Signal wires on met1:
Bar = 20 µm. Cells faint in the background.
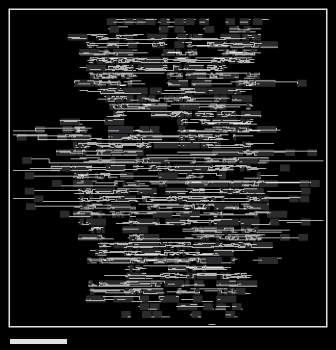
Metal 2:
Cells faint in the background.
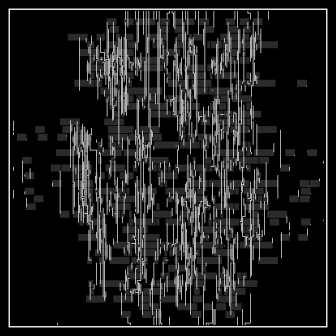
M3 wires:
Bar = 20 µm. Cells faint in the background.
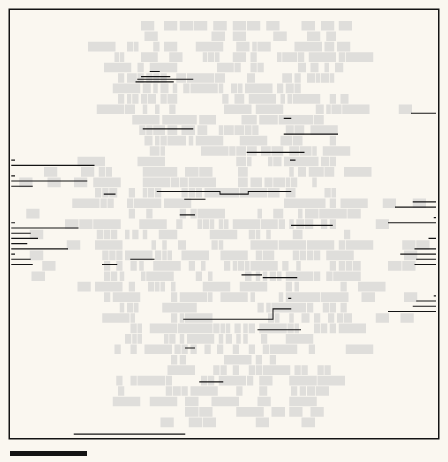
Register map, names as in the netlist:
Other sequential cells in the stronger grey, the rest of the logic in the fainter grey.
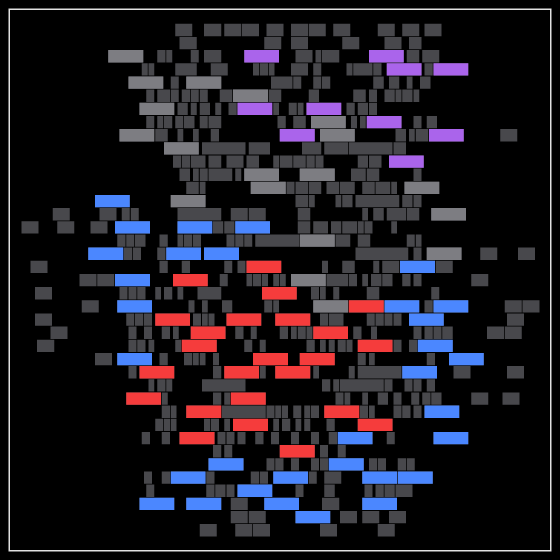
Placement view:
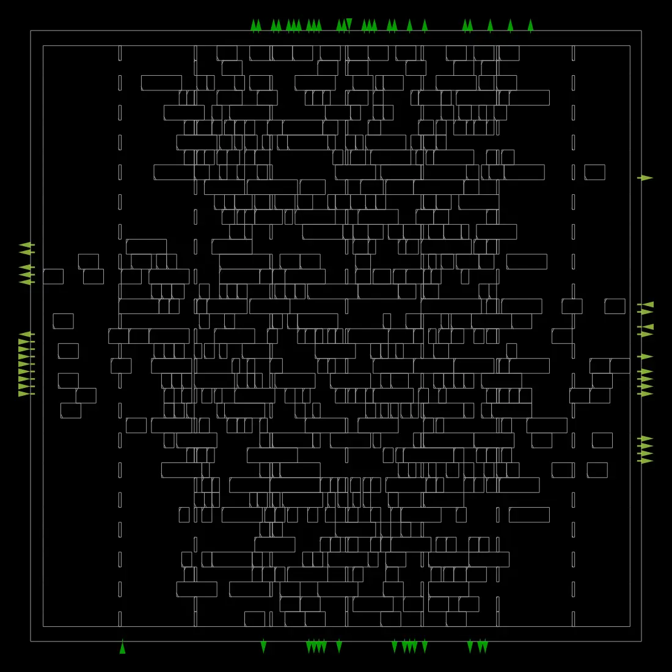
--- config.mk ---
export PLATFORM = sky130hd
export DESIGN_NAME = prog_loader
export DESIGN_NICKNAME = d
export VERILOG_FILES = /design/src/rtl/loader_pkg.sv /design/src/rtl/prog_loader_byte_packer.sv /design/src/rtl/prog_loader.sv
export SDC_FILE = /design/constraint.sdc
export NUM_CORES = 1
export LEC_CHECK = 0
export ABC_CLOCK_PERIOD_IN_PS = 5500
export CORE_MARGIN = 2
export CORE_UTILIZATION = 30
export CTS_CLUSTER_SIZE = 10
export DETAILED_ROUTE_END_ITERATION = 10
export PLACE_DENSITY = 0.6
export SYNTH_ARGS = -nofsm -noshare
export SYNTH_HDL_FRONTEND = slang
export SYNTH_SLANG_ARGS = --single-unit
--- constraint.sdc ---
create_clock -name CLOCK -period 5.5 [get_ports CLOCK]
set_clock_uncertainty 0.1 [all_clocks]
set_input_delay 1.1 -clock CLOCK [delete_from_list [all_inputs] [get_ports CLOCK]]
set_output_delay 1.1 -clock CLOCK [all_outputs]
set_load 0.02 [all_outputs]
--- src/rtl/loader_pkg.sv ---
// Shared definitions for the program-image loader: state encoding and the
// default end-of-program marker.
package loader_pkg;

    localparam logic [2:0] ST_IDLE  = 3'd0;
    localparam logic [2:0] ST_LOAD  = 3'd1;
    localparam logic [2:0] ST_WRITE = 3'd2;
    localparam logic [2:0] ST_DONE  = 3'd3;
    localparam logic [2:0] ST_ERR   = 3'd4;

    typedef enum logic [2:0] {
        S_IDLE  = ST_IDLE,
        S_LOAD  = ST_LOAD,
        S_WRITE = ST_WRITE,
        S_DONE  = ST_DONE,
        S_ERR   = ST_ERR
    } state_e;

    localparam logic [31:0] END_WORD_DEFAULT = 32'hFFFF_FFFF;

endpackage

--- src/rtl/prog_loader_byte_packer.sv ---
// Big-endian byte-to-word assembler: the first byte of a group lands in
// [31:24], the fourth in [7:0]. Flags the fourth transfer of each group.
module byte_packer (
    input  logic        clk_i,
    input  logic        rst_ni,
    input  logic        clr_i,
    input  logic        byte_en_i,
    input  logic [7:0]  byte_data_i,
    output logic        word_ready_o,
    output logic [31:0] word_o
);
    logic [1:0]  cnt_q, cnt_d;
    logic [23:0] shift_q, shift_d;
    logic [31:0] word_q, word_d;
    logic        last_s;

    // Next-state for the byte counter, the partial-word shifter and the latched word.
    always_comb begin
        cnt_d   = cnt_q;
        shift_d = shift_q;
        word_d  = word_q;
        last_s  = 1'b0;
        if (clr_i) begin
            cnt_d   = 2'd0;
            shift_d = 24'd0;
        end else if (byte_en_i) begin
            cnt_d   = cnt_q + 2'd1;
            shift_d = {shift_q[15:0], byte_data_i};
            if (cnt_q == 2'd3) begin
                word_d = {shift_q, byte_data_i};
                last_s = 1'b1;
            end else begin
                last_s = 1'b0;
            end
        end else begin
            cnt_d = cnt_q;
        end
    end

    // Packer state registers with synchronous active-low reset.
    always_ff @(posedge clk_i) begin
        if (!rst_ni) begin
            cnt_q   <= 2'd0;
            shift_q <= 24'd0;
            word_q  <= 32'd0;
        end else begin
            cnt_q   <= cnt_d;
            shift_q <= shift_d;
            word_q  <= word_d;
        end
    end

    assign word_ready_o = last_s;
    assign word_o       = word_q;

endmodule

--- src/rtl/prog_loader.sv ---
// Program image loader: accepts a byte stream, writes big-endian words into
// instruction RAM and holds the CPU in reset until an end marker is written.
module prog_loader
    import loader_pkg::*;
#(
    parameter int          ADDR_W   = 9,
    parameter logic [31:0] END_WORD = END_WORD_DEFAULT
) (
    input  logic              CLOCK,
    input  logic              RESET,
    input  logic              START,
    input  logic              BYTE_VALID,
    input  logic [7:0]        BYTE_DATA,
    output logic              BYTE_READY,
    output logic              IMEM_WE,
    output logic [ADDR_W-1:0] IMEM_ADDR,
    output logic [31:0]       IMEM_WDATA,
    output logic              CPU_RESET,
    output logic              DONE,
    output logic              ERR_OVF,
    output logic [ADDR_W:0]   WORD_COUNT
);
    state_e            state_q;
    logic              byte_ready_q;
    logic              imem_we_q;
    logic              cpu_reset_q;
    logic              done_q;
    logic              err_ovf_q;
    logic [ADDR_W-1:0] addr_q;
    logic [ADDR_W:0]   count_q;

    logic              idle_like_s;
    logic              start_load_s;
    logic              byte_en_s;
    logic              word_ready_s;
    logic [31:0]       word_s;

    // A START pulse only launches a load from a resting state; bytes only move while ready.
    always_comb begin
        idle_like_s = 1'b0;
        case (state_q)
            S_IDLE, S_DONE, S_ERR: idle_like_s = 1'b1;
            default:               idle_like_s = 1'b0;
        endcase
        start_load_s = START & idle_like_s;
        byte_en_s    = BYTE_VALID & byte_ready_q;
    end

    byte_packer u_packer (
        .clk_i        (CLOCK),
        .rst_ni       (RESET),
        .clr_i        (start_load_s),
        .byte_en_i    (byte_en_s),
        .byte_data_i  (BYTE_DATA),
        .word_ready_o (word_ready_s),
        .word_o       (word_s)
    );

    // Loader FSM with address/word counters and registered control outputs.
    always_ff @(posedge CLOCK) begin
        if (!RESET) begin
            state_q      <= S_IDLE;
            byte_ready_q <= 1'b0;
            imem_we_q    <= 1'b0;
            cpu_reset_q  <= 1'b1;
            done_q       <= 1'b0;
            err_ovf_q    <= 1'b0;
            addr_q       <= {ADDR_W{1'b0}};
            count_q      <= {(ADDR_W+1){1'b0}};
        end else begin
            case (state_q)
                S_IDLE, S_DONE, S_ERR: begin
                    if (start_load_s) begin
                        state_q      <= S_LOAD;
                        byte_ready_q <= 1'b1;
                        cpu_reset_q  <= 1'b1;
                        done_q       <= 1'b0;
                        err_ovf_q    <= 1'b0;
                        addr_q       <= {ADDR_W{1'b0}};
                        count_q      <= {(ADDR_W+1){1'b0}};
                    end
                end
                S_LOAD: begin
                    if (word_ready_s) begin
                        state_q      <= S_WRITE;
                        byte_ready_q <= 1'b0;
                        imem_we_q    <= 1'b1;
                    end
                end
                S_WRITE: begin
                    imem_we_q <= 1'b0;
                    addr_q    <= addr_q + {{(ADDR_W-1){1'b0}}, 1'b1};
                    count_q   <= count_q + {{ADDR_W{1'b0}}, 1'b1};
                    if (word_s == END_WORD) begin
                        // The marker itself is written so the CPU fetches a halt word.
                        state_q     <= S_DONE;
                        done_q      <= 1'b1;
                        cpu_reset_q <= 1'b0;
                    end else if (addr_q == {ADDR_W{1'b1}}) begin
                        state_q   <= S_ERR;
                        err_ovf_q <= 1'b1;
                    end else begin
                        state_q      <= S_LOAD;
                        byte_ready_q <= 1'b1;
                    end
                end
                default: begin
                    state_q      <= S_IDLE;
                    byte_ready_q <= 1'b0;
                    imem_we_q    <= 1'b0;
                    cpu_reset_q  <= 1'b1;
                    done_q       <= 1'b0;
                    err_ovf_q    <= 1'b0;
                end
            endcase
        end
    end

    assign BYTE_READY = byte_ready_q;
    assign IMEM_WE    = imem_we_q;
    assign IMEM_ADDR  = addr_q;
    assign IMEM_WDATA = word_s;
    assign CPU_RESET  = cpu_reset_q;
    assign DONE       = done_q;
    assign ERR_OVF    = err_ovf_q;
    assign WORD_COUNT = count_q;

endmodule
==> reports/qor.csv <==
metric;value;unit
Clock net power;0.000617;W
Routed WL per cell;15.2;µm
most frequent cell after synthesis;dfxtp_1;
max layer used;met4;
Crit Path Class;in -> reg;
Synth Instances;431;
AND-OR/OR-AND Cells, Area Fraction;0.236;
Floorplan Utilization;0.305;
HPWL Detailed;6460;µm
Core Box Area;11400;µm²
setup bufs post-CTS;0;
placed cell areas;4230;µm²
io pins;68;
Final min period;3.05;ns
clock buffer depth;2;
MI comb area;1630;µm²
Adder Area Share;0.0144;
largest class;flip-flops and latches;
layer with the highest usage;met2;
hold depth;2;
met3 WL;428;µm
stages on the worst setup path;6;
top cells by area, synth;dfxtp_1, a21oi_1, nand2_1;
Synth mux share;0;
chip area;12400;µm²
Seq. pwr;0.000624;W
MaxCap Viol Count;0;
Reg2Reg Depth;4;
met1 wire length;4770;µm
yosys warns;0;
initial antenna violation count;0;
total power;0.00131;W
PwrDens;289;nW/µm²
Area leader share;0.490;
Slew headroom;0.264;
design area;4530;µm²
CP arrival;3.15;ns
PortBufs;67;
Max power group;sequential cells;
cycle use final;0.554;
final worst slack;2.45;ns
Switching Share;0.218;
TritonCTS Sinks;85;
worst slack, placed;2.12;ns
family with the most delay on the worst path;buffers and inverters;
met1 Usage GRT;0.210;
root buffer cell;clkbuf_16;
status;finished, final reports clean;
P_sw;0.000285;W
number of cells in Yosys stat;431;
Slew Limit Fails;0;
placed cells;613;
non-clk buf share;0.156;
most frequent logic cells in the routed design;dfxtp_1, a21oi_1, clkdlybuf4s50_1;
CP max-delay cell;nand2_1;
CP Launch Point;BYTE_VALID;
YS chip area;3470;µm²
GRT Total Usage;0.150;
sequential share of the synthesized area;0.490;
global route overflow;0;
number of clock buffers in the layout;13;
WP buf/inv;2;
Syn Nets;447;
RSZ-0062 raised after global routing;no;
CP Launch Type;input pin;
CTS clk-pin slew, worst paths;0.06;ns
Back to the opening pictures, 'signal wires on met1':
share of all routed wire = 50%
nets with wire on the layer = 451
Routed WL: 9510 µm
via count: 3271

Back to the opening pictures, 'metal 2':
share of all routed wire = 44%
nets with wire on the layer = 404
main direction = vertical
wire length on this layer = 4210 µm
longest straight run = 49.8 µm
met2 Resource Use GR: 0.230

Back to the opening pictures, 'M3 wires':
nets with wire on the layer = 42
share of all routed wire = 4.5%

Back to the opening pictures, 'register map, names as in the netlist':
`u_packer.shift_q` -> red  # flops 24
`WORD_COUNT` -> purple  # flops 10
`u_packer.word_o` -> blue  # flops 32
not coloured = 19

Back to the opening pictures, 'placement view':
Post-Layout Cell Count: 627
flop count: 85
filler instances: 1138

-- worst min-delay path by stage --
stage	endpoint	from
floorplan	u_packer.shift_q[16]$_SDFFE_PP0P_	u_packer.shift_q[16]$_SDFFE_PP0P_
detailed placement	u_packer.shift_q[23]$_SDFFE_PP0P_	u_packer.shift_q[23]$_SDFFE_PP0P_
global route	u_packer.shift_q[22]$_SDFFE_PP0P_	u_packer.shift_q[22]$_SDFFE_PP0P_
CTS	u_packer.shift_q[23]$_SDFFE_PP0P_	u_packer.shift_q[23]$_SDFFE_PP0P_
global placement	u_packer.cnt_q[1]$_SDFFE_PP0P_	u_packer.cnt_q[1]$_SDFFE_PP0P_
finish	u_packer.shift_q[23]$_SDFFE_PP0P_	u_packer.shift_q[23]$_SDFFE_PP0P_
No activity file was given, so power comes from the tool's default toggle rates.
